run_1/metal_stack.png
The bar under the picture is 20 um long.
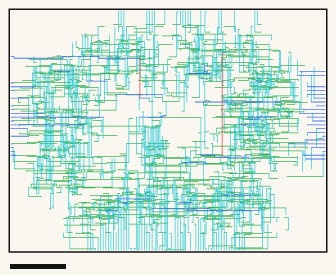
run_1/registers.png
The bar under the picture is 20 um long.
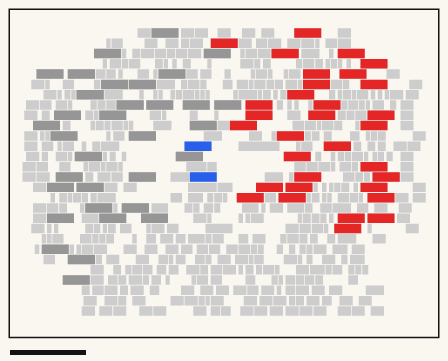
run_1/final_congestion.png
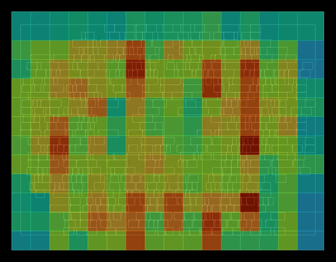
run_1/gate_families.png
The bar under the picture is 20 um long.
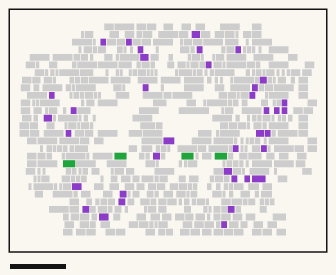
### src/rtl/hazard_stall_unit_pkg.sv
// rtl/hazard_stall_unit_pkg.sv - opcode/RegDst constants, FSM state type and source-match helpers
package hazard_stall_unit_pkg;

  localparam logic [5:0] OP_RTYPE = 6'h00;
  localparam logic [5:0] OP_BEQ   = 6'h04;
  localparam logic [5:0] OP_BNE   = 6'h05;
  localparam logic [5:0] OP_SW    = 6'h2B;
  localparam logic [5:0] OP_LW    = 6'h23;

  localparam logic [1:0] REGDST_RT = 2'b00;
  localparam logic [1:0] REGDST_RD = 2'b01;
  localparam logic [1:0] REGDST_RA = 2'b10;

  typedef enum logic {RUN, STALL} stallState_t;

  // rt is a genuine source only for R-type, beq/bne and sw; for other
  // I-types it is the destination and must not trigger a hazard.
  function automatic logic readsRt(input logic [5:0] opcode);
    return (opcode == OP_RTYPE) || (opcode == OP_BEQ) ||
           (opcode == OP_BNE)   || (opcode == OP_SW);
  endfunction

  // $0 is hardwired, so a write to it never creates a dependency.
  function automatic logic srcMatch(input logic [4:0] dest, input logic [4:0] rs,
                                    input logic [4:0] rt, input logic rtUsed);
    return (dest != 5'd0) && ((dest == rs) || (rtUsed && (dest == rt)));
  endfunction

endpackage

### src/rtl/hazard_dest_decode.sv
// rtl/hazard_dest_decode.sv - register-file write address of an in-flight instruction
// ir       : instruction word
// regDst   : destination select (00 rt, 01 rd, other $31)
// destAddr : 5-bit write address
module hazard_dest_decode
  import hazard_stall_unit_pkg::*;
(
  input  logic [31:0] ir,
  input  logic [1:0]  regDst,
  output logic [4:0]  destAddr
);

  logic unusedIrBits;
  assign unusedIrBits = ^{ir[31:21], ir[10:0]};

  always_comb begin
    destAddr = 5'd31;
    case (regDst)
      REGDST_RT: destAddr = ir[20:16];
      REGDST_RD: destAddr = ir[15:11];
      default:   destAddr = 5'd31;
    endcase
  end

endmodule

### src/rtl/hazard_stall_unit.sv
// rtl/hazard_stall_unit.sv - RAW stall/flush controller for the 5-stage pipeline
// clk, reset                : clock, synchronous active-high reset
// IR_*_out, *_ID_EX/EX_MEM  : instructions and control bits held in IF/ID, ID/EX, EX/MEM
// Branch/JumpReg/Jump_ID    : ID-stage control-flow info, BranchTaken_ID condition result
// DMem_Busy                 : data memory stall, freezes everything
// PC_Write, IF_ID_Write     : front-end enables
// IF_ID_Flush, ID_EX_Flush  : bubble insertion controls
// Pipe_Hold                 : hold back-end pipeline registers
// Stall_Count, Flush_Count  : performance counters
module hazard_stall_unit
  import hazard_stall_unit_pkg::*;
#(
  parameter int CNT_W     = 32,
  parameter int MAX_STALL = 2
) (
  input  logic             clk,
  input  logic             reset,
  input  logic [31:0]      IR_IF_ID_out,
  input  logic [31:0]      IR_ID_EX_out,
  input  logic             RegWrite_ID_EX_out,
  input  logic             MemRead_ID_EX_out,
  input  logic [1:0]       RegDst_ID_EX_out,
  input  logic [31:0]      IR_EX_MEM_out,
  input  logic             MemRead_EX_MEM_out,
  input  logic [1:0]       RegDst_EX_MEM_out,
  input  logic             Branch_ID,
  input  logic             JumpReg_ID,
  input  logic             BranchTaken_ID,
  input  logic             Jump_ID,
  input  logic             DMem_Busy,
  output logic             PC_Write,
  output logic             IF_ID_Write,
  output logic             IF_ID_Flush,
  output logic             ID_EX_Flush,
  output logic             Pipe_Hold,
  output logic [CNT_W-1:0] Stall_Count,
  output logic [CNT_W-1:0] Flush_Count
);

  localparam int CW = $clog2(MAX_STALL + 1);

  stallState_t   state;
  logic [CW-1:0] cnt;

  logic [4:0]    exDest;
  logic [4:0]    memDest;
  logic [4:0]    idRs;
  logic [4:0]    idRt;
  logic          rtUsed;
  logic          exMatch;
  logic          memMatch;
  logic          readsInId;
  logic [1:0]    needRaw;
  logic [CW-1:0] need;
  logic          stalling;
  logic          unusedIfIdBits;

  hazard_dest_decode exDecode (
    .ir       (IR_ID_EX_out),
    .regDst   (RegDst_ID_EX_out),
    .destAddr (exDest)
  );

  hazard_dest_decode memDecode (
    .ir       (IR_EX_MEM_out),
    .regDst   (RegDst_EX_MEM_out),
    .destAddr (memDest)
  );

  assign idRs           = IR_IF_ID_out[25:21];
  assign idRt           = IR_IF_ID_out[20:16];
  assign rtUsed         = readsRt(IR_IF_ID_out[31:26]);
  assign unusedIfIdBits = ^IR_IF_ID_out[15:0];
  assign exMatch        = srcMatch(exDest, idRs, idRt, rtUsed);
  assign memMatch       = srcMatch(memDest, idRs, idRt, rtUsed);
  // Branches and jr/jalr consume operands in ID, ahead of the bypass network.
  assign readsInId      = Branch_ID | JumpReg_ID;

  always_comb begin
    needRaw = 2'd0;
    if (readsInId && MemRead_ID_EX_out && exMatch) begin
      needRaw = 2'd2;
    end else if ((MemRead_ID_EX_out && exMatch) ||
                 (readsInId && RegWrite_ID_EX_out && exMatch) ||
                 (readsInId && MemRead_EX_MEM_out && memMatch)) begin
      needRaw = 2'd1;
    end
  end

  assign need     = (32'(needRaw) > MAX_STALL) ? CW'(MAX_STALL) : CW'(needRaw);
  assign stalling = (state == STALL) || (need != '0);

  // Reset outranks the memory freeze, which outranks stalls, which outrank flushes.
  always_comb begin
    PC_Write    = 1'b1;
    IF_ID_Write = 1'b1;
    IF_ID_Flush = 1'b0;
    ID_EX_Flush = 1'b0;
    Pipe_Hold   = 1'b0;
    if (reset) begin
      PC_Write    = 1'b1;
    end else if (DMem_Busy) begin
      PC_Write    = 1'b0;
      IF_ID_Write = 1'b0;
      Pipe_Hold   = 1'b1;
    end else if (stalling) begin
      PC_Write    = 1'b0;
      IF_ID_Write = 1'b0;
      ID_EX_Flush = 1'b1;
    end else begin
      IF_ID_Flush = (BranchTaken_ID & Branch_ID) | Jump_ID;
    end
  end

  always_ff @(posedge clk) begin
    if (reset) begin
      state       <= RUN;
      cnt         <= '0;
      Stall_Count <= '0;
      Flush_Count <= '0;
    end else if (!DMem_Busy) begin
      Stall_Count <= Stall_Count + CNT_W'(ID_EX_Flush);
      Flush_Count <= Flush_Count + CNT_W'(IF_ID_Flush);
      case (state)
        RUN: begin
          // The RUN cycle itself is the first stall cycle; STALL covers the rest.
          if (32'(need) >= 2) begin
            state <= STALL;
            cnt   <= need - CW'(1);
          end
        end
        STALL: begin
          cnt <= cnt - CW'(1);
          if (cnt <= CW'(1)) begin
            state <= RUN;
            cnt   <= '0;
          end
        end
        default: begin
          state <= RUN;
          cnt   <= '0;
        end
      endcase
    end
  end

endmodule

### config.mk
export PLATFORM = sky130hd
export DESIGN_NAME = hazard_stall_unit
export DESIGN_NICKNAME = d
export VERILOG_FILES = /design/src/rtl/hazard_stall_unit_pkg.sv /design/src/rtl/hazard_dest_decode.sv /design/src/rtl/hazard_stall_unit.sv
export SDC_FILE = /design/constraint.sdc
export NUM_CORES = 1
export LEC_CHECK = 0
export ABC_CLOCK_PERIOD_IN_PS = 5760
export CAP_MARGIN = 20
export CORE_ASPECT_RATIO = 0.75
export CORE_MARGIN = 3
export CORE_UTILIZATION = 41
export CTS_BUF_LIST = sky130_fd_sc_hd__clkbuf_2 sky130_fd_sc_hd__clkbuf_4 sky130_fd_sc_hd__clkbuf_8
export DETAILED_ROUTE_END_ITERATION = 10
export PLACE_DENSITY = 0.82
export SLEW_MARGIN = 30
export SYNTH_ARGS = -nofsm -noshare
export SYNTH_HDL_FRONTEND = slang
export SYNTH_SLANG_ARGS = --single-unit
### constraint.sdc
create_clock -name clk -period 5.76 [get_ports clk]
set_input_delay 1.152 -clock clk [delete_from_list [all_inputs] [get_ports clk]]
set_output_delay 1.152 -clock clk [all_outputs]
set_load 0.1 [all_outputs]
==> Changelog: implementation, run 1 <==
## Flow update

* Status: complete, no violations
* Vias per cell at between 5 and 6
* Largest regs: Flush_Count: 32 flops, Stall_Count: 32 flops, cnt: 2 flops
* Cell Type Count at 47
* Hold Crit Class: register to register
* Lkg Pwr at 1.79 nW
* Setup Skew at 14.5 ps
* Area Growth Syn to Fin at 42.7%
* Max FO, Critical Path at 12
* Dominant register cell: dfxtp_1
* TritonCTS clock tree: yes
* Yosys top cell by instances: nor2_1
* Final Instance Area at 5030 um2
* Setup ws final at 607 ps
* IO Count at 179
* Final HPWL DP at ~7300 um
* CTS Buffer Depth at 2
* Pwr Density at 196 nW/um2
* CTS buffer count at 9
* Achievable Freq at between 0.15 and 0.2 GHz
* Final TNS setup at 0 ps
* Most instantiated logic cells after routing: 112 x clkdlybuf4s50_1, 74 x nor2_1, 67 x dfxtp_1, 36 x xor2_1, 31 x xnor2_1
* FFs w/ async S/R, synth at 0
* Overall power at 0.000986 W
* Clk root buf: clkbuf_8
* First-pass GRT wire length at 15,400 um
* Slew of the pin with the lowest slew margin at 1030 ps
* Setup Buffers After CTS at 0
* Share of layout cells above drive strength 1 at 0.0729
* Ant diodes at 0
* Worst vdd ir at 111 uV
* Mapped Cells at ~430
* Syn_area_per_cell at between 8 and 9 um2
* Worst path arrival time at 4000 ps
* Largest net degree at the start of global routing at about 70
* Yosys cell count at 425
* Max Cap Viol at 0
* CP Launch Type: input pin
* RSZ-0062 raised after global routing: false
* Yosys Warn Count at 0
* CTS Hold Buffers Added at 0
* GRT Overall Usage at 0.192
* Register share after synthesis at 0.381
* Final hold vios at 0
* Synth Register Bits at 67
* Netlist Area Pre-Place at 3520 um2
* IO Port Bufs at 118
* GPL Wtd Cong at 0.858
* Crit path buffers/inverters at 2
* Smallest hold slack at around 500 ps
* Floorplan core density at 0.434
* H-Tree Depth at 3
* CP peak stage delay at 680 ps
* Routed Wire Length at 9380 um
* Dominant logic cell type in the layout: clkdlybuf4s50_1
* Die ar. at just under 10,000 um2
* CTS sink cnt at around 67
* DRT iter0 DRCs at around 170
* Row count at 28
* # DRC at 0
* Slew Viols, Final at 0
* Placement Cell Area at 4820 um2
* Area leader, netlist: dfxtp_1
* Vias in the first global route at 3,240
* Final setup violation count at 0
* CP max-delay cell: clkdlybuf4s50_1
* Post-synth EDFFs at 0
* CTS resizes at 0
* DP Worst Slack at 309 ps
* Core ar. at 8130 um2
* Die width at 113 um
* GRT overflow at 0
* Max-area cell share at 0.381
* Fin nets at 658
* Cycle use final at 0.895
* Top delay family on crit path: AND-OR/OR-AND gates
* CP endpoint kind: output pin
* CP required at 4610 ps
* Die Ht at approximately 86 um
* Yosys Chip Area at 3520 um2
* Most frequent cells after synthesis: 74 x nor2_1, 67 x dfxtp_1, 36 x xor2_1
* Crit-path cells: clkdlybuf4s50_1, nor2b_1, a211o_1, or4_1, a211oi_1, a22oi_1, a21oi_1, o21ba_1, buf_12
* Routed Antenna Nets at 0
* Final core utilization at 0.619
* Placed Cells incl. Taps at 638
* Drt pass-1 iters at 5
* Syn_nets at 539
* Crit Path Category: input pin to output pin
* Post-synth area hogs: dfxtp_1 38%, xor2_1 8.9%, nor2_1 7.9%, xnor2_1 7.7%, nand3_1 3.5%
* Initial antenna violation count at 0
Notes on metal_stack.png above:
Key: met3 = blue [wire length 500 um]; met4 = red [wire length 51.7 um]; met1 = green [wire length 4,270 um]; met2 = cyan [wire length 4,560 um]

Notes on registers.png above:
Key: cnt = blue [flops 2]; Stall_Count = red [flops 32]

Notes on final_congestion.png above:
met2 Usage GRT: 0.319
WL/cell: 14.3 um

Notes on gate_families.png above:
Key: adder and majority cells = green [cells 4, most used ha_1]; AND and OR gates = purple [cells 37, most used and3_1, where all over the die]

==> run 1: layout make-up <==
| class | count | area [um2] |
|---|---|---|
| clock inverter | 5 | 60.1 |
| clock buffer | 11 | 151 |
| timing repair buffer | 123 | 1210 |
| inverter | 12 | 45.0 |
| sequential | 67 | 1340 |
| multi-input combinational | 331 | 2090 |
| tap | 105 | 131 |
| fill | 715 | 3100 |
==> run 1: cell families after synthesis <==
logic type,after synthesis,synth area share
XOR/XNOR,67,0.166
multiplexers,10,0.0305
AND/OR/NAND/NOR,207,0.297
buffers and inverters,27,0.0327
adder cells (fa/ha/maj),4,0.0142
AND-OR/OR-AND,43,0.0781
flip-flops,67,0.381
==> run 1: worst register-to-register path: cells and delay by family, from the launching register on <==
kind	cells	cell delay, ps
XOR/XNOR	1	110
adder cells (fa/ha/maj)	2	490
buffers and inverters	1	190
AND/OR/NAND/NOR	6	1290
flip-flops	1	340
==> run 1: worst paths after layout <==
| path | startpoint | to | slack, ps | cells after the start |
|---|---|---|---|---|
| worst max-delay path | RegDst_EX_MEM_out[0] | ID_EX_Flush | 610 | 9 |
| worst min-delay path | Stall_Count[7] | Stall_Count[7] | 510 | 2 |
| worst max register to register | state | Flush_Count[30] | 3220 | 10 |
| worst min register to register | Stall_Count[7] | Stall_Count[7] | 510 | 2 |
==> run 1: per-layer routing <==
metal  vias up  share of wire  global-route usage
met5         -              0                   0
met4         0         0.0054              0.0491
met3         4          0.053              0.0454
met2        83           0.49               0.319
met1      1572           0.45               0.253
li1       1704              -                   -
==> run 1: where the power goes <==
part           switching, W  internal [W]  total (W)  leakage, nW
clock              0.000181      0.000225   0.000406        0.106
combinational     0.0000610     0.0000554   0.000116         1.15
sequential      0.000000499      0.000463   0.000464        0.539
==> run 1 -> run 2 <==
--- a/config.mk
+++ b/config.mk
@@ -6,7 +6,6 @@
 export NUM_CORES = 1
 export LEC_CHECK = 0
 export ABC_CLOCK_PERIOD_IN_PS = 5760
-export CAP_MARGIN = 20
 export CORE_ASPECT_RATIO = 0.75
 export CORE_MARGIN = 3
 export CORE_UTILIZATION = 41
==> Changelog: implementation, run 2 <==
## Flow update

* Worst r2r path cells at 10 (unchanged)
* CP peak stage delay at 680 ps (about the same)
* Yosys Warn Count at 0 (unchanged)
* CP max-delay cell: clkdlybuf4s50_1 (unchanged)
* Mux share at 0.0305 (unchanged)
* Core ar. at 8130 um2 (unchanged)
* First-pass GRT wire length at 15,400 um (unchanged)
* Yosys cell count at 425 (unchanged)
* CTS Buffer Depth at 2 (unchanged)
* Post-synth EDFFs at 0 (unchanged)
* Routed Wire Length at 9380 um (unchanged)
* Most frequent cells after synthesis: 74 x nor2_1, 67 x dfxtp_1, 36 x xor2_1 (unchanged)
* Final TNS setup at 0 ps (unchanged)
* Yosys Chip Area at 3520 um2 (unchanged)
* TritonCTS clock tree: yes (unchanged)
* Setup slack, reg-to-reg at 3220 ps (about the same)
* Hold Crit Class: register to register (unchanged)
* CP Launch Type: input pin (unchanged)
* Largest regs: Flush_Count: 32 flops, Stall_Count: 32 flops, cnt: 2 flops (unchanged)
* Critical R2R Capture: Flush_Count[30] (unchanged)
* Dominant register cell: dfxtp_1 (unchanged)
* Achievable Freq at 0.194 GHz (unchanged)
* Ant diodes at 0 (unchanged)
* Worst reg2reg startpoint: state (unchanged)
* GRT overflow at 0 (unchanged)
* Slew of the pin with the lowest slew margin at 1030 ps (unchanged)
* Final setup violation count at 0 (unchanged)
* Syn_area_per_cell at 8.29 um2 (unchanged)
* RSZ-0062 raised after global routing: false (unchanged)
* Status: complete, no violations (unchanged)
* Share of layout cells above drive strength 1 at 0.0729 (unchanged)
* Lkg Pwr at 1.79 nW (unchanged)
* Pwr Density at 196 nW/um2 (unchanged)
* CTS resizes at 0 (unchanged)
* FFs w/ async S/R, synth at 0 (unchanged)
* Area leader, netlist: dfxtp_1 (unchanged)
* Max Cap Viol at 0 (unchanged)
* Worst vdd ir at 111 uV (unchanged)
* Overall power at 0.000986 W (unchanged)
* Max FO, Critical Path at 12 (unchanged)
* Crit-path cells: clkdlybuf4s50_1, nor2b_1, a211o_1, or4_1, a211oi_1, a22oi_1, a21oi_1, o21ba_1, buf_12 (unchanged)
* Crit Path Category: input pin to output pin (unchanged)
* Xor+xnor area frac at 0.166 (unchanged)
* Floorplan core density at 0.434 (unchanged)
* Synth Register Bits at 67 (unchanged)
* Placed Cells incl. Taps at 638 (unchanged)
* Slew Viols, Final at 0 (unchanged)
* Area Growth Syn to Fin at 42.7% (unchanged)
* GRT Overall Usage at 0.192 (unchanged)
* CTS sink cnt at 67 (unchanged)
* CP Depth at 9 (unchanged)
* Die ar. at 9760 um2 (unchanged)
* Cell Type Count at 47 (unchanged)
* Clk root buf: clkbuf_8 (unchanged)
* IO Port Bufs at 118 (unchanged)
* Routed Antenna Nets at 0 (unchanged)
* Cycle use final at 0.895 (unchanged)
* Most instantiated logic cells after routing: 112 x clkdlybuf4s50_1, 74 x nor2_1, 67 x dfxtp_1, 36 x xor2_1, 31 x xnor2_1 (unchanged)
* Fin nets at 658 (unchanged)
* Yosys top cell by instances: nor2_1 (unchanged)
* Setup Skew at 14.5 ps (unchanged)
* Netlist Area Pre-Place at 3520 um2 (unchanged)
* CP endpoint kind: output pin (unchanged)
* Final HPWL DP at 7350 um (unchanged)
* Final core utilization at 0.619 (unchanged)
* Syn_nets at 539 (unchanged)
* Initial antenna violation count at 0 (unchanged)
* Setup ws final at 607 ps (unchanged)
* Comb area leader: simple AND/OR/NAND/NOR gates (unchanged)
* Synth Area in Simple Gates at 0.297 (unchanged)
* DRT iter0 DRCs at 168 (unchanged)
* Mapped Cells at 425 (unchanged)
* DP Worst Slack at 309 ps (unchanged)
* IO Count at 179 (unchanged)
* Drt pass-1 iters at 5 (unchanged)
* CP required at 4610 ps (about the same)
* Setup crit start: RegDst_EX_MEM_out[0] (unchanged)
* Top delay family on crit path: AND-OR/OR-AND gates (unchanged)
* Die width at 113 um (unchanged)
* Dominant logic cell type in the layout: clkdlybuf4s50_1 (unchanged)
* CTS buffer count at 9 (unchanged)
* Row count at 28 (unchanged)
* Vias in the first global route at 3,240 (unchanged)
## run 2: cell counts in the layout (fill, tap and decap cells not counted)
Identical to the previous run, type by type.
## run 2: how the worst min path moves through the flow
| stage | startpoint | end | slack [ps] | cells after the start |
|---|---|---|---|---|
| after floorplan | cnt[0] | cnt[0] | 470 | 2 |
| after global placement | Stall_Count[12] | Stall_Count[12] | 480 | 2 |
| after detailed placement | Stall_Count[7] | Stall_Count[7] | 500 | 2 |
| after CTS | Stall_Count[7] | Stall_Count[7] | 510 | 2 |
| after global routing | Stall_Count[7] | Stall_Count[7] | 530 | 2 |
| final | Stall_Count[7] | Stall_Count[7] | 510 | 2 |
## run 2: area by class of cell
type,instances,area (um2),share of cell area
clock buffers,11,151,0.0301
clock inverters,5,60.1,0.0119
inverters,12,45.0,0.00895
multi-input cells,331,2090,0.415
flip-flops and latches,67,1340,0.267
well taps,105,131,0.0261
repair buffers,123,1210,0.241
## run 2: where the power goes
| part | internal, W | total, W | leakage, nW | switching [W] |
|---|---|---|---|---|
| Sequential | 0.000463 | 0.000464 | 0.539 | 0.000000499 |
| Combinational | 0.0000554 | 0.000116 | 1.15 | 0.0000610 |
| Clock | 0.000225 | 0.000406 | 0.106 | 0.000181 |
## run 2: through the flow
step	hold WS [ps]	instance area, um2
2_1_floorplan	471	3540
3_3_place_gp	482	4820
3_5_place_dp	503	4820
4_1_cts	513	5030
5_1_grt	527	5030
6_report	509	5030
## run 2: worst reg2reg max path: stages, from the launching register on
cell and delay (ps):
dfxtp_1 340, or2b_1 300, nor4_4 190, ha_1 280, ha_1 210, nand3_1 190
nor4_1 350, buf_4 190, and4_1 210, xnor2_1 110, nor2_1 50
## run 2: per-layer routing
layer	share of wire	GRT usage
met3	0.053	0.0454
met1	0.45	0.253
met5	0	0
met2	0.49	0.319
met4	0.0054	0.0491
run_2/registers.png
The bar under the picture is 20 um long.
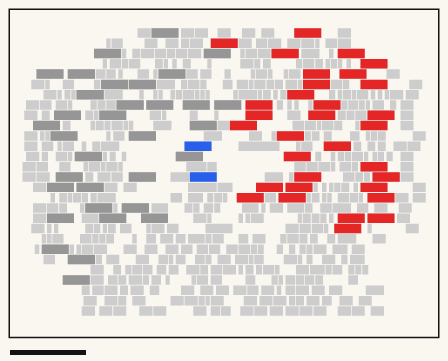
Key: Stall_Count = red [flops 32]; cnt = blue [flops 2]
Another 33 sequential cells are not coloured.
Seq group: 0.000464 W
Reg area: 1340 um2

run_2/zoom.png
The bar under the picture is 5 um long. Window x 47 to 67, y 50 to 70 um. Cells in grey, sequential cells in the stronger grey; small squares are vias.
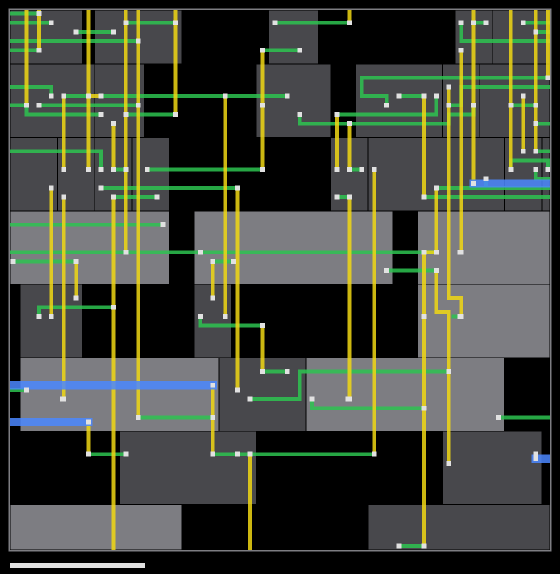
Key: met2 = yellow; met1 = green; met3 = blue
31 logic cells have their middle in the window. Netlist names of flops here include Flush_Count (3), Stall_Count (3). Most frequent: dfxtp_1 (7), nor2_1 (6), xnor2_1 (4). Sequential cells in the window: 7.

run_2/final_congestion.png
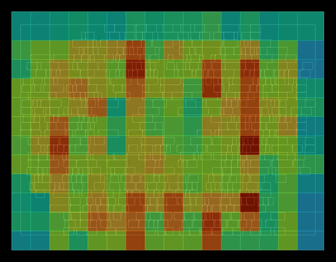
busiest grt layer: met2
met3 GRT Util: 0.0454

Power and IR drop assume default switching activity.
